### src/rtl/lut_neuron_prog_if.sv
// lut_neuron_prog_if: load, lookup and result handshakes of the programmable LUT neuron.
// LUT_READBACK_EN adds the readback sweep signals.
interface lut_neuron_prog_if #(parameter int IN_BITS = 6, parameter int OUT_BITS = 2);
    logic cfg_clear;
    logic load_valid;
    logic load_ready;
    logic [OUT_BITS-1:0] load_data;
    logic table_ready;
    logic in_valid;
    logic in_ready;
    logic [IN_BITS-1:0] in_data;
    logic out_valid;
    logic out_ready;
    logic [OUT_BITS-1:0] out_data;
`ifdef LUT_READBACK_EN
    logic rb_start;
    logic rb_valid;
    logic [OUT_BITS-1:0] rb_data;
    modport master (
        output cfg_clear, load_valid, load_data, in_valid, in_data, out_ready, rb_start,
        input load_ready, table_ready, in_ready, out_valid, out_data, rb_valid, rb_data
    );
    modport slave (
        input cfg_clear, load_valid, load_data, in_valid, in_data, out_ready, rb_start,
        output load_ready, table_ready, in_ready, out_valid, out_data, rb_valid, rb_data
    );
`else
    modport master (
        output cfg_clear, load_valid, load_data, in_valid, in_data, out_ready,
        input load_ready, table_ready, in_ready, out_valid, out_data
    );
    modport slave (
        input cfg_clear, load_valid, load_data, in_valid, in_data, out_ready,
        output load_ready, table_ready, in_ready, out_valid, out_data
    );
`endif
endinterface

### src/rtl/lut_neuron_prog.sv
// lut_neuron_prog: runtime-loadable LUT neuron; the table is streamed in, then lookups run with 1-cycle latency.
// Optional LUT_READBACK_EN adds an rb_start-triggered sweep that streams the whole table out.
module lut_neuron_prog #(
    parameter int IN_BITS = 6,
    parameter int OUT_BITS = 2
) (
    input logic clk,
    input logic rst,
    lut_neuron_prog_if.slave bus
);
    localparam logic [IN_BITS-1:0] LAST = '1;
    typedef enum logic [1:0] {EMPTY, LOADING, READY} state_t;
    state_t state;
    logic [IN_BITS-1:0] wr_addr;
    logic load_fire;
    logic in_fire;
    logic busy;
    (* ram_style = "distributed" *) logic [OUT_BITS-1:0] mem [2**IN_BITS];

    assign bus.load_ready = state == LOADING && !bus.cfg_clear;
    assign bus.table_ready = state == READY;
    assign bus.in_ready = bus.table_ready && !bus.cfg_clear && !busy && (!bus.out_valid || bus.out_ready);
    assign load_fire = bus.load_valid && bus.load_ready;
    assign in_fire = bus.in_valid && bus.in_ready;

    always_ff @(posedge clk) begin
        if (load_fire) mem[wr_addr] <= bus.load_data;
    end

    always_ff @(posedge clk or negedge rst) begin
        if (!rst) begin
            state <= EMPTY;
            wr_addr <= '0;
            bus.out_valid <= 1'b0;
            bus.out_data <= '0;
        end else if (bus.cfg_clear) begin
            state <= LOADING;
            wr_addr <= '0;
            bus.out_valid <= 1'b0;
        end else begin
            state <= state == EMPTY ? LOADING : (load_fire && wr_addr == LAST) ? READY : state;
            if (load_fire) wr_addr <= wr_addr + 1'b1;
            if (in_fire) begin
                bus.out_valid <= 1'b1;
                bus.out_data <= mem[bus.in_data];
            end else if (bus.out_ready) begin
                bus.out_valid <= 1'b0;
            end
        end
    end

`ifdef LUT_READBACK_EN
    logic rb_active;
    logic [IN_BITS-1:0] rb_addr;
    // the trailing rb_valid beat still counts as part of the sweep
    assign busy = rb_active || bus.rb_valid;

    always_ff @(posedge clk or negedge rst) begin
        if (!rst) begin
            rb_active <= 1'b0;
            rb_addr <= '0;
            bus.rb_valid <= 1'b0;
            bus.rb_data <= '0;
        end else if (bus.cfg_clear) begin
            rb_active <= 1'b0;
            bus.rb_valid <= 1'b0;
        end else begin
            bus.rb_valid <= rb_active;
            if (rb_active) begin
                bus.rb_data <= mem[rb_addr];
                rb_addr <= rb_addr + 1'b1;
                if (rb_addr == LAST) rb_active <= 1'b0;
            end else if (bus.rb_start && state == READY && !bus.rb_valid) begin
                rb_active <= 1'b1;
                rb_addr <= '0;
            end
        end
    end
`else
    assign busy = 1'b0;
`endif
endmodule

### src/flat_wrapper.sv
// flat-port wrapper written by rule: the top's interface ports become plain ports
module lut_neuron_prog_flat 
#(
    parameter int IN_BITS = 6,
    parameter int OUT_BITS = 2
)
  (clk, rst, bus_cfg_clear, bus_load_valid, bus_load_data, bus_in_valid, bus_in_data, bus_out_ready, bus_load_ready, bus_table_ready, bus_in_ready, bus_out_valid, bus_out_data);
  lut_neuron_prog_if #(.IN_BITS(IN_BITS), .OUT_BITS(OUT_BITS)) bus_i ();
  input logic clk;
  input logic rst;
  input wire logic [$bits(bus_i.cfg_clear)-1:0] bus_cfg_clear;
  input wire logic [$bits(bus_i.load_valid)-1:0] bus_load_valid;
  input wire logic [$bits(bus_i.load_data)-1:0] bus_load_data;
  input wire logic [$bits(bus_i.in_valid)-1:0] bus_in_valid;
  input wire logic [$bits(bus_i.in_data)-1:0] bus_in_data;
  input wire logic [$bits(bus_i.out_ready)-1:0] bus_out_ready;
  output wire logic [$bits(bus_i.load_ready)-1:0] bus_load_ready;
  output wire logic [$bits(bus_i.table_ready)-1:0] bus_table_ready;
  output wire logic [$bits(bus_i.in_ready)-1:0] bus_in_ready;
  output wire logic [$bits(bus_i.out_valid)-1:0] bus_out_valid;
  output wire logic [$bits(bus_i.out_data)-1:0] bus_out_data;
  assign bus_i.cfg_clear = bus_cfg_clear;
  assign bus_i.load_valid = bus_load_valid;
  assign bus_i.load_data = bus_load_data;
  assign bus_i.in_valid = bus_in_valid;
  assign bus_i.in_data = bus_in_data;
  assign bus_i.out_ready = bus_out_ready;
  assign bus_load_ready = bus_i.load_ready;
  assign bus_table_ready = bus_i.table_ready;
  assign bus_in_ready = bus_i.in_ready;
  assign bus_out_valid = bus_i.out_valid;
  assign bus_out_data = bus_i.out_data;
  lut_neuron_prog #(.IN_BITS(IN_BITS), .OUT_BITS(OUT_BITS)) u_core (.clk(clk), .rst(rst), .bus(bus_i));
endmodule
### config.mk
export PLATFORM = sky130hd
export DESIGN_NAME = lut_neuron_prog_flat
export DESIGN_NICKNAME = d
export VERILOG_FILES = /design/src/rtl/lut_neuron_prog_if.sv /design/src/rtl/lut_neuron_prog.sv /design/src/flat_wrapper.sv
export SDC_FILE = /design/constraint.sdc
export NUM_CORES = 1
export LEC_CHECK = 0
export CAP_MARGIN = 10
export CORE_MARGIN = 2
export CORE_UTILIZATION = 45
export CTS_CLUSTER_SIZE = 25
export DETAILED_ROUTE_END_ITERATION = 16
export MAX_ROUTING_LAYER = met4
export SETUP_SLACK_MARGIN = 0.1
export SYNTH_ARGS = -nofsm -noshare
export SYNTH_HDL_FRONTEND = slang
export SYNTH_SLANG_ARGS = --single-unit
### constraint.sdc
create_clock -name clk -period 1.5 [get_ports clk]
set_input_delay 0.225 -clock clk [delete_from_list [all_inputs] [get_ports clk]]
set_output_delay 0.225 -clock clk [all_outputs]
set_load 0.02 [all_outputs]
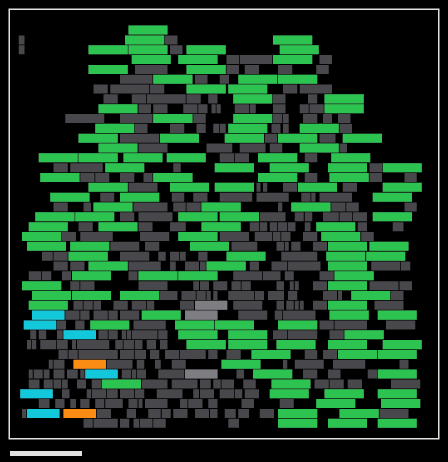
Fig. 1. Where the registers sit.
The bar under the picture is 20 µm long.
[cyan] u_core.wr_addr | sequential cells: 6 | where: bottom left
[orange] u_core.state | sequential cells: 2
[green] u_core.mem | sequential cells: 128 | where: widely spread

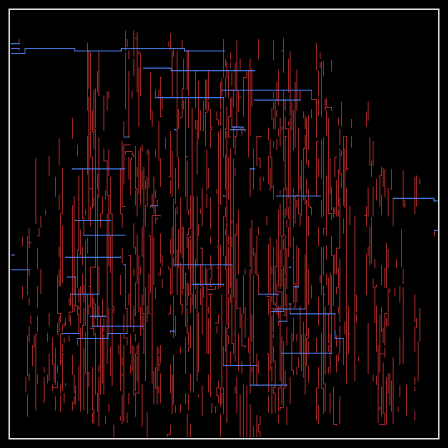
Fig. 2. Signal wires by layer.
Two of the layers only.
[blue] metal 3 | wire length: 393 µm
[red] metal 2 | wire length: 6590 µm

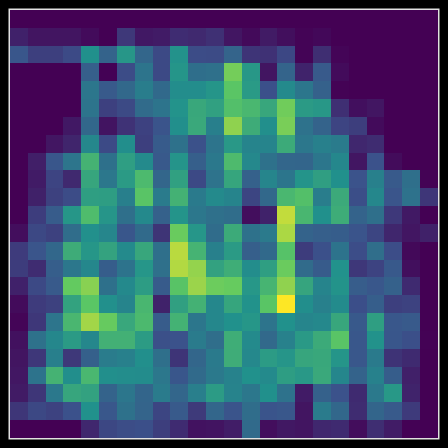
Fig. 3. Wiring heat map.
The die is cut into 24 by 24 equal tiles; dark purple is low, yellow is high, scaled to the fullest tile. Values are wire area over tile area, all layers added.
densest ninth of the die: middle
mean over tiles: 0.14
tiles over half the peak: 22%
emptiest ninth of the die: top right
fullest tile: 0.47
nearly empty tiles: 18%
DRT Wirelength: 13100 µm
vias: 3456
wire length per cell: 20.2 µm
Tot GR Track Use: 20.6%

==> reports/results.txt <==
Total gr overflow -> 0
Global-route met2 utilization -> 32.9%
Multi-input gates -> 218
Slew Limit Fails -> 0
RSZ-0062 raised after global routing -> true
HPWL Detailed -> 8490 µm
Logic area -> 2200 µm²
Register share after synthesis -> 69.9%
Rel. slew slack -> 23.0%
Setup violators final -> 134
Cells after Synth -> 380
Die area -> 14000 µm²
Final WS setup -> -224 ps
Plain + repair buffers -> 83
Crit start category -> register
CP cell instances -> nor3b_4 -> and2_4 -> and2b_2 -> buf_6 -> nand3_4 -> buf_12 -> nor2_4
WP buf/inv -> 2
Worst Setup End Kind -> register
Met1 usage -> 26.4%
Area leader, netlist -> edfxtp_1
Fill count -> 936
Violated checks -> setup timing
Worst r2r path cells -> 7
Most numerous logic cell after layout -> edfxtp_1
Routed wl met2 -> 6590 µm
Critical path depth in cells -> 7
Status -> finished with violations
OpenROAD warning count -> 29
DP Cell Count -> 607
Class of the worst hold path -> primary input to async pin
CTS clock-pin slew for the worst setup and hold paths -> 60 ps
Main synth FF type -> edfxtp_1
Busiest grt layer -> met2
Min Tclk post-route -> 1720 ps
H-tree level count -> 4
Max VDD drop -> 0.919 mV
Pwr Total -> 9.34 mW
# DRC -> 0
Chip area line of the yosys report -> 5890 µm²
Yosys cell count -> 380
Setup TNS -> -19830 ps
Post-CTS resize count -> 137
Max-cap violation count -> 0
Synth top area share -> 65.2%
Die Span Y -> 118 µm
Max incr delay on CP -> 400 ps
Clock Latency Late Sink -> 410 ps
Cell Type Count -> 40
Hold-fix buffers, CTS -> 0
Seq area share -> 51.4%
-- power breakdown --
part           switching (mW)  internal [mW]  leakage (nW)  total [mW]
combinational           0.369          0.279          1.12       0.648
sequential             0.0132           4.25          1.30        4.26
clock                    1.51           2.91         0.297        4.42
total                    1.89           7.44          2.71        9.34
-- Yosys cell counts (5+ instances only) --
cell type and n:
nor2_1 74, mux2i_1 30, mux4_1 7, dfrtp_1 11
nand2_1 19, a21oi_1 5, nor2b_1 7, mux4_2 13
a22oi_1 12, clkbuf_1 6, edfxtp_1 128, nand3_1 7
buf_2 5
-- registers in the layout (all words and copies together), names as in the netlist --
signal                flops
u_core.state              2
u_core.mem              128
u_core.bus.out_valid      1
u_core.wr_addr            6
u_core.bus.out_data       2
-- stage by stage --
stage / cell area (µm²) / utilization (%)
after floorplan: 6000 / -
after global placement: 6760 / 53.1
after detailed placement: 6760 / 53.1
after CTS: 7880 / 61.9
after global routing: 8020 / 63.0
final: 8020 / 63.0
-- cells by family after synthesis --
logic type	count (synthesis)	synth area share [%]
buffers and inverters	23	2.14
adder cells (fa/ha/maj)	1	0.212
multiplexers	50	13.2
AND-OR/OR-AND	30	3.48
flip-flops	139	69.9
XOR/XNOR	5	0.743
AND/OR/NAND/NOR	132	10.3
-- final timing paths --
| kind | from | endpoint | slack (ps) |
|---|---|---|---|
| max in group asynchronous | rst | u_core.bus.out_data[1] | 1240 |
| worst min-delay path | rst | u_core.wr_addr[4] | 110 |
| min in group clk | bus_in_data[3] | u_core.bus.out_data[0] | 540 |
| worst max-delay path | u_core.state[1] | u_core.mem[26][0] | -220 |
| worst max register to register | u_core.state[1] | u_core.mem[26][0] | -220 |
| worst min register to register | u_core.bus.out_data[1] | u_core.bus.out_data[1] | 550 |
No activity file was given, so power comes from the tool's default toggle rates.
